### src/rtl/cache_fill_pkg.sv
// Shared state encoding and width helpers for the cache-line fill controller.
package cache_fill_pkg;

  typedef enum logic [1:0] {
    IDLE  = 2'd0,
    ISSUE = 2'd1,
    DRAIN = 2'd2
  } fill_state_e;

  function automatic int idx_width(input int words_per_block);
    return (words_per_block > 1) ? $clog2(words_per_block) : 1;
  endfunction

  // Must hold the value MAX_OUTSTANDING itself, hence the +1.
  function automatic int cnt_width(input int max_outstanding);
    return $clog2(max_outstanding + 1);
  endfunction

endpackage

### src/rtl/cache_fill_if.sv
// Miss/memory/array handshake bundle; master is the fill controller, slave is its environment.
interface cache_fill_if #(
  parameter int ADDR_W          = 16,
  parameter int DATA_W          = 16,
  parameter int WORDS_PER_BLOCK = 8
);
  localparam int IDX_W = cache_fill_pkg::idx_width(WORDS_PER_BLOCK);

  logic              miss_detected;
  logic [ADDR_W-1:0] miss_address;
  logic              mem_req;
  logic              mem_ready;
  logic [ADDR_W-1:0] memory_address;
  logic [DATA_W-1:0] memory_data_in;
  logic              memory_data_valid;
  logic              fsm_busy;
  logic              write_data_array;
  logic              write_tag_array;
  logic [IDX_W-1:0]  fill_word_index;
  logic [DATA_W-1:0] memory_data_out;

  modport master (
    input  miss_detected, miss_address, mem_ready, memory_data_in, memory_data_valid,
    output mem_req, memory_address, fsm_busy, write_data_array, write_tag_array,
           fill_word_index, memory_data_out
  );

  modport slave (
    output miss_detected, miss_address, mem_ready, memory_data_in, memory_data_valid,
    input  mem_req, memory_address, fsm_busy, write_data_array, write_tag_array,
           fill_word_index, memory_data_out
  );

endinterface

### src/rtl/cache_fill_addr_gen.sv
// Maps a fill counter onto a wrapped word slot and its byte address within the block.
module cache_fill_addr_gen #(
  parameter int ADDR_W = 16,
  parameter int IDX_W  = 3,
  parameter int BYTE_W = 1
) (
  input  logic [ADDR_W-1:0] base_i,
  input  logic [IDX_W-1:0]  start_i,
  input  logic [IDX_W-1:0]  count_i,
  output logic [IDX_W-1:0]  idx_o,
  output logic [ADDR_W-1:0] addr_o
);

  // Block size is a power of two, so natural overflow gives the modulo wrap.
  assign idx_o  = start_i + count_i;
  assign addr_o = base_i | (ADDR_W'(idx_o) << BYTE_W);

endmodule

### src/rtl/cache_fill_ctrl.sv
// Cache-line fill controller: pipelined in-order block fetch with bounded outstanding requests.
// Define CACHE_FILL_CWF_EN for critical-word-first ordering; otherwise fills run linearly from word 0.
module cache_fill_ctrl
  import cache_fill_pkg::*;
#(
  parameter int ADDR_W          = 16,
  parameter int DATA_W          = 16,
  parameter int WORDS_PER_BLOCK = 8,
  parameter int MAX_OUTSTANDING = 4
) (
  input  logic       clk,
  input  logic       rst,
  cache_fill_if.master bus
);

  localparam int IDX_W  = idx_width(WORDS_PER_BLOCK);
  localparam int CNT_W  = cnt_width(MAX_OUTSTANDING);
  localparam int BYTE_W = $clog2(DATA_W / 8);
  localparam int OFF_W  = IDX_W + BYTE_W;
  localparam logic [ADDR_W-1:0] OFF_MASK = ADDR_W'((64'd1 << OFF_W) - 64'd1);
  localparam logic [IDX_W-1:0]  LAST_IDX = IDX_W'(WORDS_PER_BLOCK - 1);
  localparam logic [IDX_W-1:0]  IDX_ONE  = IDX_W'(1);
  localparam logic [CNT_W-1:0]  CNT_ONE  = CNT_W'(1);
  localparam logic [CNT_W-1:0]  MAX_CNT  = CNT_W'(MAX_OUTSTANDING);

  fill_state_e       state_q;
  logic [ADDR_W-1:0] base_q, addr_q;
  logic [IDX_W-1:0]  start_q, issue_cnt_q, ret_cnt_q;
  logic [CNT_W-1:0]  outst_q, outst_d;

  logic              idle, accept, resp, last_resp, last_issue;
  logic [ADDR_W-1:0] miss_base, gen_base, next_addr, ret_addr_unused;
  logic [IDX_W-1:0]  miss_start, gen_start, gen_cnt, ret_idx, issue_idx_unused;

  assign idle       = (state_q == IDLE);
  assign accept     = bus.mem_req && bus.mem_ready;
  assign resp       = bus.memory_data_valid && !idle;
  assign last_resp  = resp && (ret_cnt_q == LAST_IDX);
  assign last_issue = accept && (issue_cnt_q == LAST_IDX);
  assign miss_base  = bus.miss_address & ~OFF_MASK;

`ifdef CACHE_FILL_CWF_EN
  assign miss_start = IDX_W'(bus.miss_address >> BYTE_W);
`else
  assign miss_start = '0;
`endif

  // In IDLE the generator precomputes the first request address from the live miss.
  assign gen_base  = idle ? miss_base  : base_q;
  assign gen_start = idle ? miss_start : start_q;
  assign gen_cnt   = idle ? '0         : issue_cnt_q + IDX_ONE;

  cache_fill_addr_gen #(.ADDR_W(ADDR_W), .IDX_W(IDX_W), .BYTE_W(BYTE_W)) u_issue_gen (
    .base_i (gen_base),
    .start_i(gen_start),
    .count_i(gen_cnt),
    .idx_o  (issue_idx_unused),
    .addr_o (next_addr)
  );

  cache_fill_addr_gen #(.ADDR_W(ADDR_W), .IDX_W(IDX_W), .BYTE_W(BYTE_W)) u_ret_gen (
    .base_i (base_q),
    .start_i(start_q),
    .count_i(ret_cnt_q),
    .idx_o  (ret_idx),
    .addr_o (ret_addr_unused)
  );

  always_comb begin
    outst_d = outst_q;
    if (accept && !resp) begin
      outst_d = outst_q + CNT_ONE;
    end else if (!accept && resp) begin
      outst_d = outst_q - CNT_ONE;
    end
  end

  always_ff @(posedge clk) begin
    if (rst) begin
      state_q     <= IDLE;
      base_q      <= '0;
      addr_q      <= '0;
      start_q     <= '0;
      issue_cnt_q <= '0;
      ret_cnt_q   <= '0;
      outst_q     <= '0;
    end else begin
      case (state_q)
        IDLE: begin
          if (bus.miss_detected) begin
            state_q     <= ISSUE;
            base_q      <= miss_base;
            start_q     <= miss_start;
            addr_q      <= next_addr;
            issue_cnt_q <= '0;
            ret_cnt_q   <= '0;
            outst_q     <= '0;
          end
        end
        ISSUE: begin
          // The address only moves on acceptance and freezes on the final request.
          if (accept) begin
            issue_cnt_q <= issue_cnt_q + IDX_ONE;
            if (last_issue) begin
              state_q <= DRAIN;
            end else begin
              addr_q <= next_addr;
            end
          end
        end
        DRAIN: begin
        end
        default: state_q <= IDLE;
      endcase
      if (!idle) begin
        outst_q <= outst_d;
        if (resp) begin
          ret_cnt_q <= ret_cnt_q + IDX_ONE;
        end
        if (last_resp) begin
          state_q <= IDLE;
        end
      end
    end
  end

  // A response may land with MAX_OUTSTANDING in flight, freeing a slot in the same cycle.
  assign bus.mem_req          = (state_q == ISSUE) && ((outst_q < MAX_CNT) || bus.memory_data_valid);
  assign bus.memory_address   = addr_q;
  assign bus.fsm_busy         = (idle && bus.miss_detected) || (!idle && !last_resp);
  assign bus.write_data_array = resp;
  assign bus.write_tag_array  = last_resp;
  assign bus.fill_word_index  = ret_idx;
  assign bus.memory_data_out  = bus.memory_data_in;

endmodule

### src/flat_wrapper.sv
// flat-port wrapper written by rule: the top's interface ports become plain ports
module cache_fill_ctrl_flat import cache_fill_pkg::*;
#(
  parameter int ADDR_W          = 16,
  parameter int DATA_W          = 16,
  parameter int WORDS_PER_BLOCK = 8,
  parameter int MAX_OUTSTANDING = 4
)
  (clk, rst, bus_miss_detected, bus_miss_address, bus_mem_ready, bus_memory_data_in, bus_memory_data_valid, bus_mem_req, bus_memory_address, bus_fsm_busy, bus_write_data_array, bus_write_tag_array, bus_fill_word_index, bus_memory_data_out);
  cache_fill_if #(.ADDR_W(ADDR_W), .DATA_W(DATA_W), .WORDS_PER_BLOCK(WORDS_PER_BLOCK)) bus_i ();
  input  logic clk;
  input  logic rst;
  input wire logic [$bits(bus_i.miss_detected)-1:0] bus_miss_detected;
  input wire logic [$bits(bus_i.miss_address)-1:0] bus_miss_address;
  input wire logic [$bits(bus_i.mem_ready)-1:0] bus_mem_ready;
  input wire logic [$bits(bus_i.memory_data_in)-1:0] bus_memory_data_in;
  input wire logic [$bits(bus_i.memory_data_valid)-1:0] bus_memory_data_valid;
  output wire logic [$bits(bus_i.mem_req)-1:0] bus_mem_req;
  output wire logic [$bits(bus_i.memory_address)-1:0] bus_memory_address;
  output wire logic [$bits(bus_i.fsm_busy)-1:0] bus_fsm_busy;
  output wire logic [$bits(bus_i.write_data_array)-1:0] bus_write_data_array;
  output wire logic [$bits(bus_i.write_tag_array)-1:0] bus_write_tag_array;
  output wire logic [$bits(bus_i.fill_word_index)-1:0] bus_fill_word_index;
  output wire logic [$bits(bus_i.memory_data_out)-1:0] bus_memory_data_out;
  assign bus_i.miss_detected = bus_miss_detected;
  assign bus_i.miss_address = bus_miss_address;
  assign bus_i.mem_ready = bus_mem_ready;
  assign bus_i.memory_data_in = bus_memory_data_in;
  assign bus_i.memory_data_valid = bus_memory_data_valid;
  assign bus_mem_req = bus_i.mem_req;
  assign bus_memory_address = bus_i.memory_address;
  assign bus_fsm_busy = bus_i.fsm_busy;
  assign bus_write_data_array = bus_i.write_data_array;
  assign bus_write_tag_array = bus_i.write_tag_array;
  assign bus_fill_word_index = bus_i.fill_word_index;
  assign bus_memory_data_out = bus_i.memory_data_out;
  cache_fill_ctrl #(.ADDR_W(ADDR_W), .DATA_W(DATA_W), .WORDS_PER_BLOCK(WORDS_PER_BLOCK), .MAX_OUTSTANDING(MAX_OUTSTANDING)) u_core (.clk(clk), .rst(rst), .bus(bus_i));
endmodule
### config.mk
export PLATFORM = sky130hd
export DESIGN_NAME = cache_fill_ctrl_flat
export DESIGN_NICKNAME = d
export VERILOG_FILES = /design/src/rtl/cache_fill_pkg.sv /design/src/rtl/cache_fill_if.sv /design/src/rtl/cache_fill_addr_gen.sv /design/src/rtl/cache_fill_ctrl.sv /design/src/flat_wrapper.sv
export SDC_FILE = /design/constraint.sdc
export NUM_CORES = 1
export LEC_CHECK = 0
export CAP_MARGIN = 20
export CORE_MARGIN = 2
export CORE_UTILIZATION = 47
export CTS_CLUSTER_DIAMETER = 100
export DETAILED_ROUTE_END_ITERATION = 8
export PLACE_DENSITY = 0.83
export RECOVER_POWER = 100
export SLEW_MARGIN = 40
export SYNTH_ARGS = -nofsm -noshare
export SYNTH_HDL_FRONTEND = slang
export SYNTH_SLANG_ARGS = --single-unit
### constraint.sdc
create_clock -name clk -period 3.5 [get_ports clk]
set_input_delay 0.7 -clock clk [delete_from_list [all_inputs] [get_ports clk]]
set_output_delay 0.7 -clock clk [all_outputs]
set_load 0.05 [all_outputs]
layer_met3.png
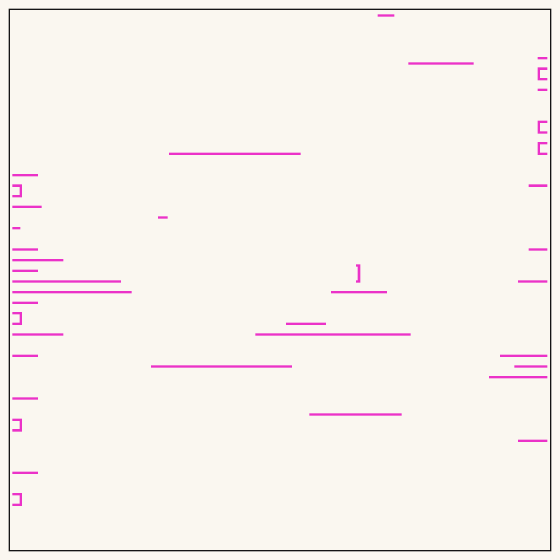
- main direction: horizontal
- share of all routed wire: 4.7%
- longest straight run: 19.5 microns
- wire length on this layer: 208 microns
- nets with wire on the layer: 35

clocks.png
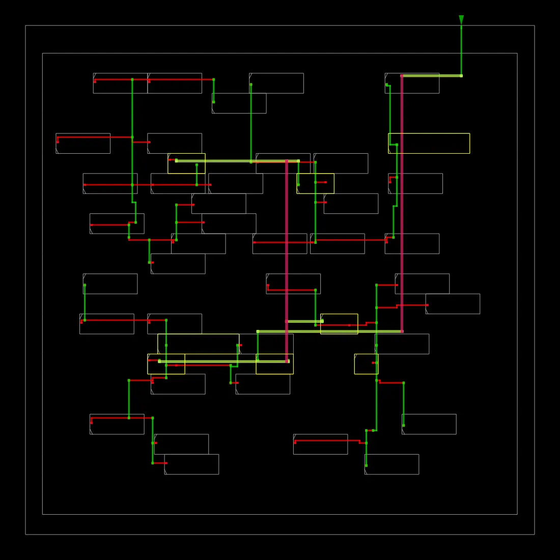
clock skew: 0.00618 ns
clk latency late pin: 0.29 ns
clkbuf count: 5
sequential cells: 38
CTS buffer count: 5

layer_met2.png
Bar = 20 microns.
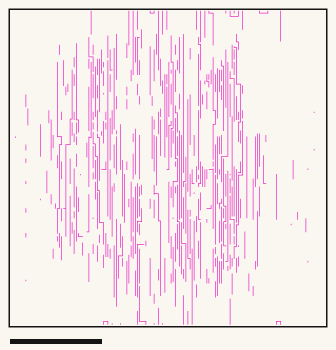
- wire length on this layer: 2,180 microns
- share of all routed wire: 50%
- main direction: vertical

wires.png
Bar = 20 microns. Two of the layers only.
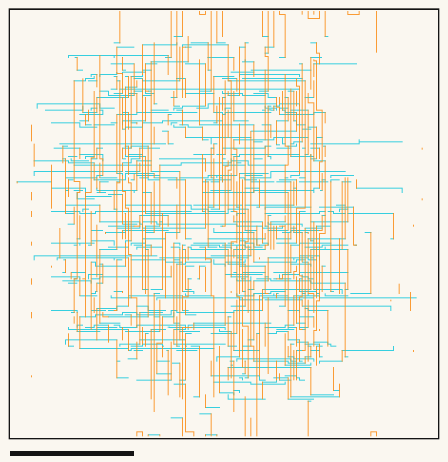
- cyan: metal 1 (wire length 1,950 microns)
- orange: metal 2 (wire length 2,180 microns)
DR vias: 1,671
WL per Instance: 15.5 microns
final wirelength: 4.41 mm
Overall Global Routing Usage: 19.3%

[layout make-up]
cell class	instances	area, sq um	area share, %
inverters	4	15.0	0.635
repair buffers	44	409	17.3
clock inverters	3	68.8	2.91
flip-flops and latches	38	761	32.2
well taps	50	62.6	2.64
clock buffers	5	68.8	2.91
multi-input cells	140	981	41.5
[worst paths after layout]
path,slack (ns),cells past startpoint,end,from
max,0.32,4,bus_mem_req,bus_memory_data_valid
min,0.46,2,u_core.base_q[14],u_core.base_q[14]
max reg2reg,0.98,4,u_core.bus.memory_address[5],u_core.state_q[1]
min reg2reg,0.46,2,u_core.base_q[14],u_core.base_q[14]
[worst register-to-register path, stage by stage, from the launching register on]
cell and delay (ns):
dfxtp_1 0.67, or3b_2 0.24, clkbuf_1 0.76, o31ai_2 0.44
a211oi_1 0.32
==> results.txt <==
post-synth top area share - 38.3%
crit-path leading delay family - buffers and inverters
Synthesized Nets - 262
Fin Setup TNS - 0 ns
Overflow after GRT - 0
die width - 69.0 microns
simple-gate share of the synthesized area - 14.2%
most used routing layer in global routing - met2
flip-flop count of the largest register after layout - 15
final hold vios - 0
metal2 WL - 2.18 mm
CTS max path bufs - 2
clock power share - 38.4%
DP HPWL - 2.81 mm
aoi share - 23.5%
clock sinks - 38
Post-synth regs - 38
RSZ-0062 raised after global routing - false
final core utilization - 58.7%
crit share post-route - 90.9%
CTS tree - done
LEAKAGE - 0.921 nW
Final ANT Viol Nets - 0
Mapped Cells - 219
postcts setup bufs - 0
IO Port Bufs - 38
Post-synth top cells - dfxtp_1, nand2_1, a21oi_1
worst-margin pin slew - 1.02 ns
CP startpoint kind - input port
first-pass GRT wire length - 7.47 mm
fmax - 0.314 GHz
die height - 69.0 microns
most repeated library cell on the critical path - dlygate4sd3_1
distinct lib cells - 38
met3 wire length - 208 microns
Period minus WS final - 3.18 ns
Comb. pwr - 0.241 mW
Clock group - 0.449 mW
Hold-fix buffers, CTS - 0
Post-Route M1 WL - 1.95 mm
cell with the most instances after synthesis - dfxtp_1
total power - 1.17 mW
met2 usage - 30.7%
CTS clock-pin slew for the worst setup and hold paths - 0.07 ns
Required @ worst endpoint - 2.80 ns
met3 Use GR - 5.70%
outcome - finished clean
Placer Congestion - 0.781
Ports - 76
H-tree levels - 2
dominant cell type by area after synthesis - dfxtp_1
Post-synth EDFFs - 0
Layout Nets - 276
number of global-route vias before repair - 1,570
critical path type - in -> out
total die size - 4770 sq um
final std cells w/o fill - 284
final setup fails - 0
n_diodes - 0
Buf+Inv Stages, Crit Path - 2
Cells after DPL - 276
row count - 23
Residual DRC - 0
synth top area cells - dfxtp_1, buf_4, mux2i_1
Design Area, Final - 2370 sq um
filler cell count - 380
Crit. End Element - output pin
root buf cell - clkbuf_8
No activity file was given, so power comes from the tool's default toggle rates.
